==> config.mk <==
export PLATFORM = sky130hd
export DESIGN_NAME = dmem_access_ctrl_flat
export DESIGN_NICKNAME = d
export VERILOG_FILES = /design/src/rtl/dmem_access_ctrl_if.sv /design/src/rtl/dmem_access_ctrl.sv /design/src/flat_wrapper.sv
export SDC_FILE = /design/constraint.sdc
export NUM_CORES = 1
export LEC_CHECK = 0
export CAP_MARGIN = 25
export CORE_ASPECT_RATIO = 2
export CORE_MARGIN = 2
export CORE_UTILIZATION = 40
export CTS_CLUSTER_SIZE = 25
export DETAILED_ROUTE_END_ITERATION = 12
export GPL_TIMING_DRIVEN = 0
export PLACE_DENSITY = 0.86
export SLEW_MARGIN = 20
export SYNTH_ARGS = -nofsm -noshare
export SYNTH_HDL_FRONTEND = slang
export SYNTH_SLANG_ARGS = --single-unit
==> constraint.sdc <==
create_clock -name clk -period 1.7 [get_ports clk]
set_input_delay 0.34 -clock clk [delete_from_list [all_inputs] [get_ports clk]]
set_output_delay 0.34 -clock clk [all_outputs]
set_load 0.01 [all_outputs]
==> src/rtl/dmem_access_ctrl_if.sv <==
// ----------------------------------------------------------------------------
// dmem_access_ctrl_if
// Request/acknowledge bus between the data-memory access controller and a
// variable-latency data memory.
//
// Signals (named from the controller's point of view):
//   mem_req_o    controller -> memory  request, held until acknowledged
//   mem_we_o     controller -> memory  1 = write, 0 = read
//   mem_addr_o   controller -> memory  byte address   [ADDR_WIDTH-1:0]
//   mem_wdata_o  controller -> memory  store data     [DATA_WIDTH-1:0]
//   mem_ack_i    memory -> controller  completion strobe
//   mem_rdata_i  memory -> controller  load data, valid with mem_ack_i on reads
//
// Modports: master = controller side, slave = memory side.
// ----------------------------------------------------------------------------
interface dmem_access_ctrl_if #(
    parameter int ADDR_WIDTH = 32,
    parameter int DATA_WIDTH = 32
);
    logic                  mem_req_o;
    logic                  mem_we_o;
    logic [ADDR_WIDTH-1:0] mem_addr_o;
    logic [DATA_WIDTH-1:0] mem_wdata_o;
    logic                  mem_ack_i;
    logic [DATA_WIDTH-1:0] mem_rdata_i;

    modport master (
        output mem_req_o,
        output mem_we_o,
        output mem_addr_o,
        output mem_wdata_o,
        input  mem_ack_i,
        input  mem_rdata_i
    );

    modport slave (
        input  mem_req_o,
        input  mem_we_o,
        input  mem_addr_o,
        input  mem_wdata_o,
        output mem_ack_i,
        output mem_rdata_i
    );
endinterface

==> src/rtl/dmem_access_ctrl.sv <==
// ----------------------------------------------------------------------------
// dmem_access_ctrl
// Turns the core's single-cycle MemRead/MemWrite intent into a req/ack
// transaction on a variable-latency data memory. The core is stalled from the
// cycle the request is seen until the memory acknowledges; load data is
// returned registered together with a one-cycle rvalid_o pulse.
//
// Optional feature (macro DMEM_ACCESS_CTRL_TIMEOUT_EN):
//   When defined, an access that waits TIMEOUT_CYCLES cycles without an ack
//   is abandoned: err_o pulses, rdata_o loads 0 and rvalid_o still pulses for
//   a read. When undefined, ACCESS waits indefinitely and err_o is tied to 0.
//
// Ports:
//   clk          clock, rising edge
//   rst_n        synchronous active-low reset
//   mem_read_i   load request from the decoder
//   mem_write_i  store request from the decoder (wins over mem_read_i)
//   addr_i       access address (ALU result)
//   wdata_i      store data (rs2)
//   stall_o      combinational stall to the core
//   rdata_o      registered load data, held until the next completed load
//   rvalid_o     one-cycle pulse when a load completes
//   err_o        one-cycle pulse when an access times out
//   mem          memory bus (master modport)
// ----------------------------------------------------------------------------
module dmem_access_ctrl #(
    parameter int ADDR_WIDTH     = 32,
    parameter int DATA_WIDTH     = 32,
    parameter int TIMEOUT_CYCLES = 255
) (
    input  logic                  clk,
    input  logic                  rst_n,
    input  logic                  mem_read_i,
    input  logic                  mem_write_i,
    input  logic [ADDR_WIDTH-1:0] addr_i,
    input  logic [DATA_WIDTH-1:0] wdata_i,
    output logic                  stall_o,
    output logic [DATA_WIDTH-1:0] rdata_o,
    output logic                  rvalid_o,
    output logic                  err_o,
    dmem_access_ctrl_if.master    mem
);

    localparam logic [1:0] IDLE   = 2'd0;
    localparam logic [1:0] ACCESS = 2'd1;
    localparam logic [1:0] DONE   = 2'd2;

    logic [1:0] state;
    logic       req_seen;

    assign req_seen = mem_read_i | mem_write_i;

    // The stall must cover the request cycle itself, so it cannot be registered.
    assign stall_o = ((state == IDLE) && req_seen) || (state == ACCESS);

`ifdef DMEM_ACCESS_CTRL_TIMEOUT_EN
    // Counter value seen in the last permitted ACCESS cycle (counter is 0 in
    // the first one), so TIMEOUT_CYCLES ACCESS cycles elapse before giving up.
    localparam logic [7:0] TIMEOUT_LAST = 8'(TIMEOUT_CYCLES - 1);

    logic [7:0] wait_cnt;

    always_ff @(posedge clk) begin
        if (!rst_n) begin
            state           <= IDLE;
            rdata_o         <= '0;
            rvalid_o        <= 1'b0;
            err_o           <= 1'b0;
            mem.mem_req_o   <= 1'b0;
            mem.mem_we_o    <= 1'b0;
            mem.mem_addr_o  <= '0;
            mem.mem_wdata_o <= '0;
            wait_cnt        <= 8'd0;
        end else begin
            rvalid_o <= 1'b0;
            err_o    <= 1'b0;
            case (state)
                IDLE: begin
                    if (req_seen) begin
                        state           <= ACCESS;
                        mem.mem_req_o   <= 1'b1;
                        mem.mem_we_o    <= mem_write_i;
                        mem.mem_addr_o  <= addr_i;
                        mem.mem_wdata_o <= wdata_i;
                        wait_cnt        <= 8'd0;
                    end
                end
                ACCESS: begin
                    // An ack in the timeout cycle still counts as a normal completion.
                    if (mem.mem_ack_i) begin
                        state         <= DONE;
                        mem.mem_req_o <= 1'b0;
                        if (!mem.mem_we_o) begin
                            rdata_o  <= mem.mem_rdata_i;
                            rvalid_o <= 1'b1;
                        end
                    end else if (wait_cnt == TIMEOUT_LAST) begin
                        state         <= DONE;
                        mem.mem_req_o <= 1'b0;
                        err_o         <= 1'b1;
                        rdata_o       <= '0;
                        rvalid_o      <= ~mem.mem_we_o;
                    end else begin
                        wait_cnt <= wait_cnt + 8'd1;
                    end
                end
                DONE: begin
                    // Request inputs still belong to the retiring instruction.
                    state <= IDLE;
                end
                default: begin
                    state <= IDLE;
                end
            endcase
        end
    end
`else
    always_ff @(posedge clk) begin
        if (!rst_n) begin
            state           <= IDLE;
            rdata_o         <= '0;
            rvalid_o        <= 1'b0;
            mem.mem_req_o   <= 1'b0;
            mem.mem_we_o    <= 1'b0;
            mem.mem_addr_o  <= '0;
            mem.mem_wdata_o <= '0;
        end else begin
            rvalid_o <= 1'b0;
            case (state)
                IDLE: begin
                    if (req_seen) begin
                        state           <= ACCESS;
                        mem.mem_req_o   <= 1'b1;
                        mem.mem_we_o    <= mem_write_i;
                        mem.mem_addr_o  <= addr_i;
                        mem.mem_wdata_o <= wdata_i;
                    end
                end
                ACCESS: begin
                    if (mem.mem_ack_i) begin
                        state         <= DONE;
                        mem.mem_req_o <= 1'b0;
                        if (!mem.mem_we_o) begin
                            rdata_o  <= mem.mem_rdata_i;
                            rvalid_o <= 1'b1;
                        end
                    end
                end
                DONE: begin
                    // Request inputs still belong to the retiring instruction.
                    state <= IDLE;
                end
                default: begin
                    state <= IDLE;
                end
            endcase
        end
    end

    assign err_o = 1'b0;
`endif

endmodule

==> src/flat_wrapper.sv <==
// flat-port wrapper written by rule: the top's interface ports become plain ports
module dmem_access_ctrl_flat 
#(
    parameter int ADDR_WIDTH     = 32,
    parameter int DATA_WIDTH     = 32,
    parameter int TIMEOUT_CYCLES = 255
)
  (clk, rst_n, mem_read_i, mem_write_i, addr_i, wdata_i, stall_o, rdata_o, rvalid_o, err_o, mem_mem_req_o, mem_mem_we_o, mem_mem_addr_o, mem_mem_wdata_o, mem_mem_ack_i, mem_mem_rdata_i);
  dmem_access_ctrl_if #(.ADDR_WIDTH(ADDR_WIDTH), .DATA_WIDTH(DATA_WIDTH)) mem_i ();
  input  logic clk;
  input  logic rst_n;
  input  logic mem_read_i;
  input  logic mem_write_i;
  input  logic [ADDR_WIDTH-1:0] addr_i;
  input  logic [DATA_WIDTH-1:0] wdata_i;
  output logic stall_o;
  output logic [DATA_WIDTH-1:0] rdata_o;
  output logic rvalid_o;
  output logic err_o;
  output wire logic [$bits(mem_i.mem_req_o)-1:0] mem_mem_req_o;
  output wire logic [$bits(mem_i.mem_we_o)-1:0] mem_mem_we_o;
  output wire logic [$bits(mem_i.mem_addr_o)-1:0] mem_mem_addr_o;
  output wire logic [$bits(mem_i.mem_wdata_o)-1:0] mem_mem_wdata_o;
  input wire logic [$bits(mem_i.mem_ack_i)-1:0] mem_mem_ack_i;
  input wire logic [$bits(mem_i.mem_rdata_i)-1:0] mem_mem_rdata_i;
  assign mem_mem_req_o = mem_i.mem_req_o;
  assign mem_mem_we_o = mem_i.mem_we_o;
  assign mem_mem_addr_o = mem_i.mem_addr_o;
  assign mem_mem_wdata_o = mem_i.mem_wdata_o;
  assign mem_i.mem_ack_i = mem_mem_ack_i;
  assign mem_i.mem_rdata_i = mem_mem_rdata_i;
  dmem_access_ctrl #(.ADDR_WIDTH(ADDR_WIDTH), .DATA_WIDTH(DATA_WIDTH), .TIMEOUT_CYCLES(TIMEOUT_CYCLES)) u_core (.clk(clk), .rst_n(rst_n), .mem_read_i(mem_read_i), .mem_write_i(mem_write_i), .addr_i(addr_i), .wdata_i(wdata_i), .stall_o(stall_o), .rdata_o(rdata_o), .rvalid_o(rvalid_o), .err_o(err_o), .mem(mem_i));
endmodule
Figure 1. Close-up of the layout.
Window x 17 to 57, y 81 to 121 µm. Cells in grey, sequential cells in the stronger grey; small squares are vias.
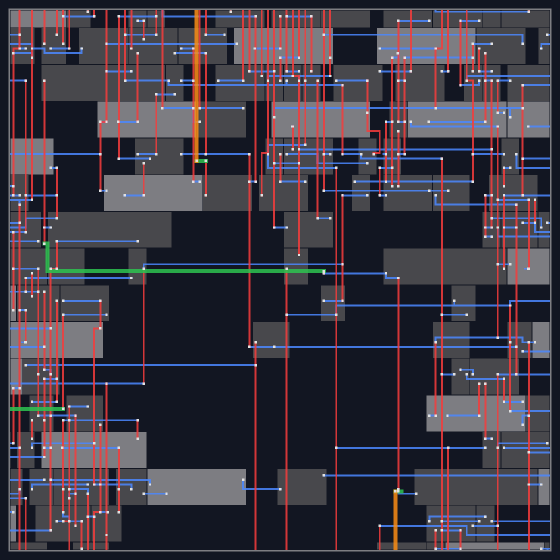
Key: met4 = orange; met2 = red; met1 = blue; met3 = green
Most frequent: nand2_1 (18), clkdlybuf4s50_1 (14), dfxtp_1 (9). 79 logic cells have their middle in the window. Sequential cells in the window: 10. Netlist names of flops here include u_core.mem.mem_addr_o (7).

Figure 2. M2 wires.
(2 px per µm) Cells faint in the background.
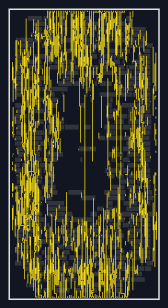
The layer carries 6,560 µm of wire. The layer holds 56% of the routed length.
WL final: 11.7 mm
Global Route met2 Usage: 0.425

==> GITHUB_STEP_SUMMARY <==
## PnR job results

| Metric | Value |
|---|---|
| R2R setup slack | `0.21 ns` |
| # clock sinks | `around 100` |
| Status | `complete, no violations` |
| Comb pwr | `1250 µW` |
| # fillers | `778` |
| Cycle use final | `0.949` |
| Seq/total area | `0.319` |
| Int Power | `roughly 4400 µW` |
| Clock buf count | `9` |
| Post_cts resized | `8` |
| Total die area | `0.0107 mm²` |
| Pwr Density | `a little over 900 mW/mm²` |
| # Taps | `~130` |
| Min setup slack post-route | `0.0864 ns` |
| Htree depth | `3` |
| Final core occ | `0.660` |
| Inverter count | `0` |
| Hold_ws | `0.353 ns` |
| Late-Pin Clk Latency | `between 0.3 and 0.4 ns` |
| Clk slew on worst S/H paths | `0.06 ns` |
| Crit-path slowest cell | `clkdlybuf4s50_1` |
Figure 3. Where the registers sit.
(4 px per µm)
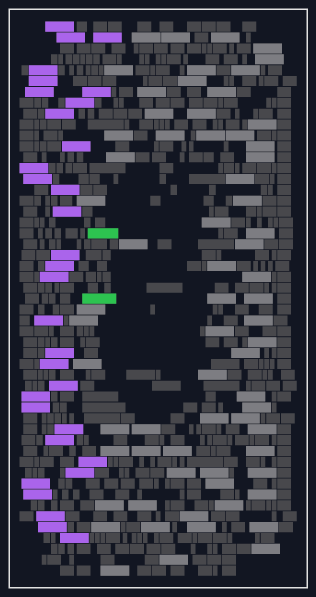
Key: u_core.state = green [flops 2]; u_core.rdata_o = purple [flops 32, where a column on the left]
Another 67 sequential cells are not coloured.

Figure 4. Congestion heat map.
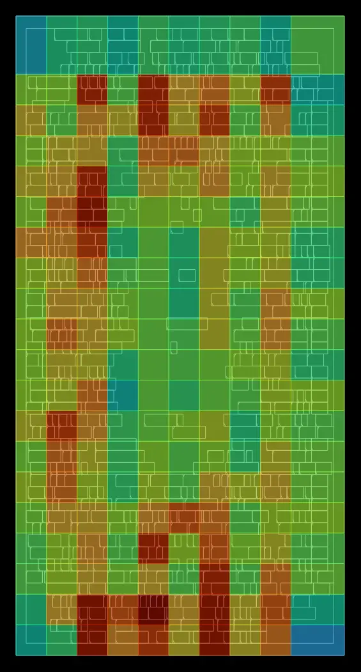
wire per inst: 14.9 µm
grt met1 use: 0.207

==> how the worst max path moves through the flow <==
stage                                     start           end  depth (start not counted)
2_1_floorplan      u_core.state[1]$_SDFFE_PN0P_       stall_o                          5
4_1_cts            u_core.state[1]$_SDFFE_PN0P_       stall_o                          5
5_1_grt        u_core.mem.mem_we_o$_SDFFE_PN0P_  mem_mem_we_o                          1
6_report       u_core.mem.mem_we_o$_SDFFE_PN0P_  mem_mem_we_o                          1
3_5_place_dp                        mem_write_i       stall_o                          6
3_3_place_gp                        mem_write_i       stall_o                          6
==> routing by layer <==
metal / global-route usage / share of wire
met2: 0.425 / 0.56
met4: 0.102 / 0.037
met3: 0.0571 / 0.060
met1: 0.207 / 0.34
met5: 0 / 0
Power is estimated from default activity; no workload was simulated.
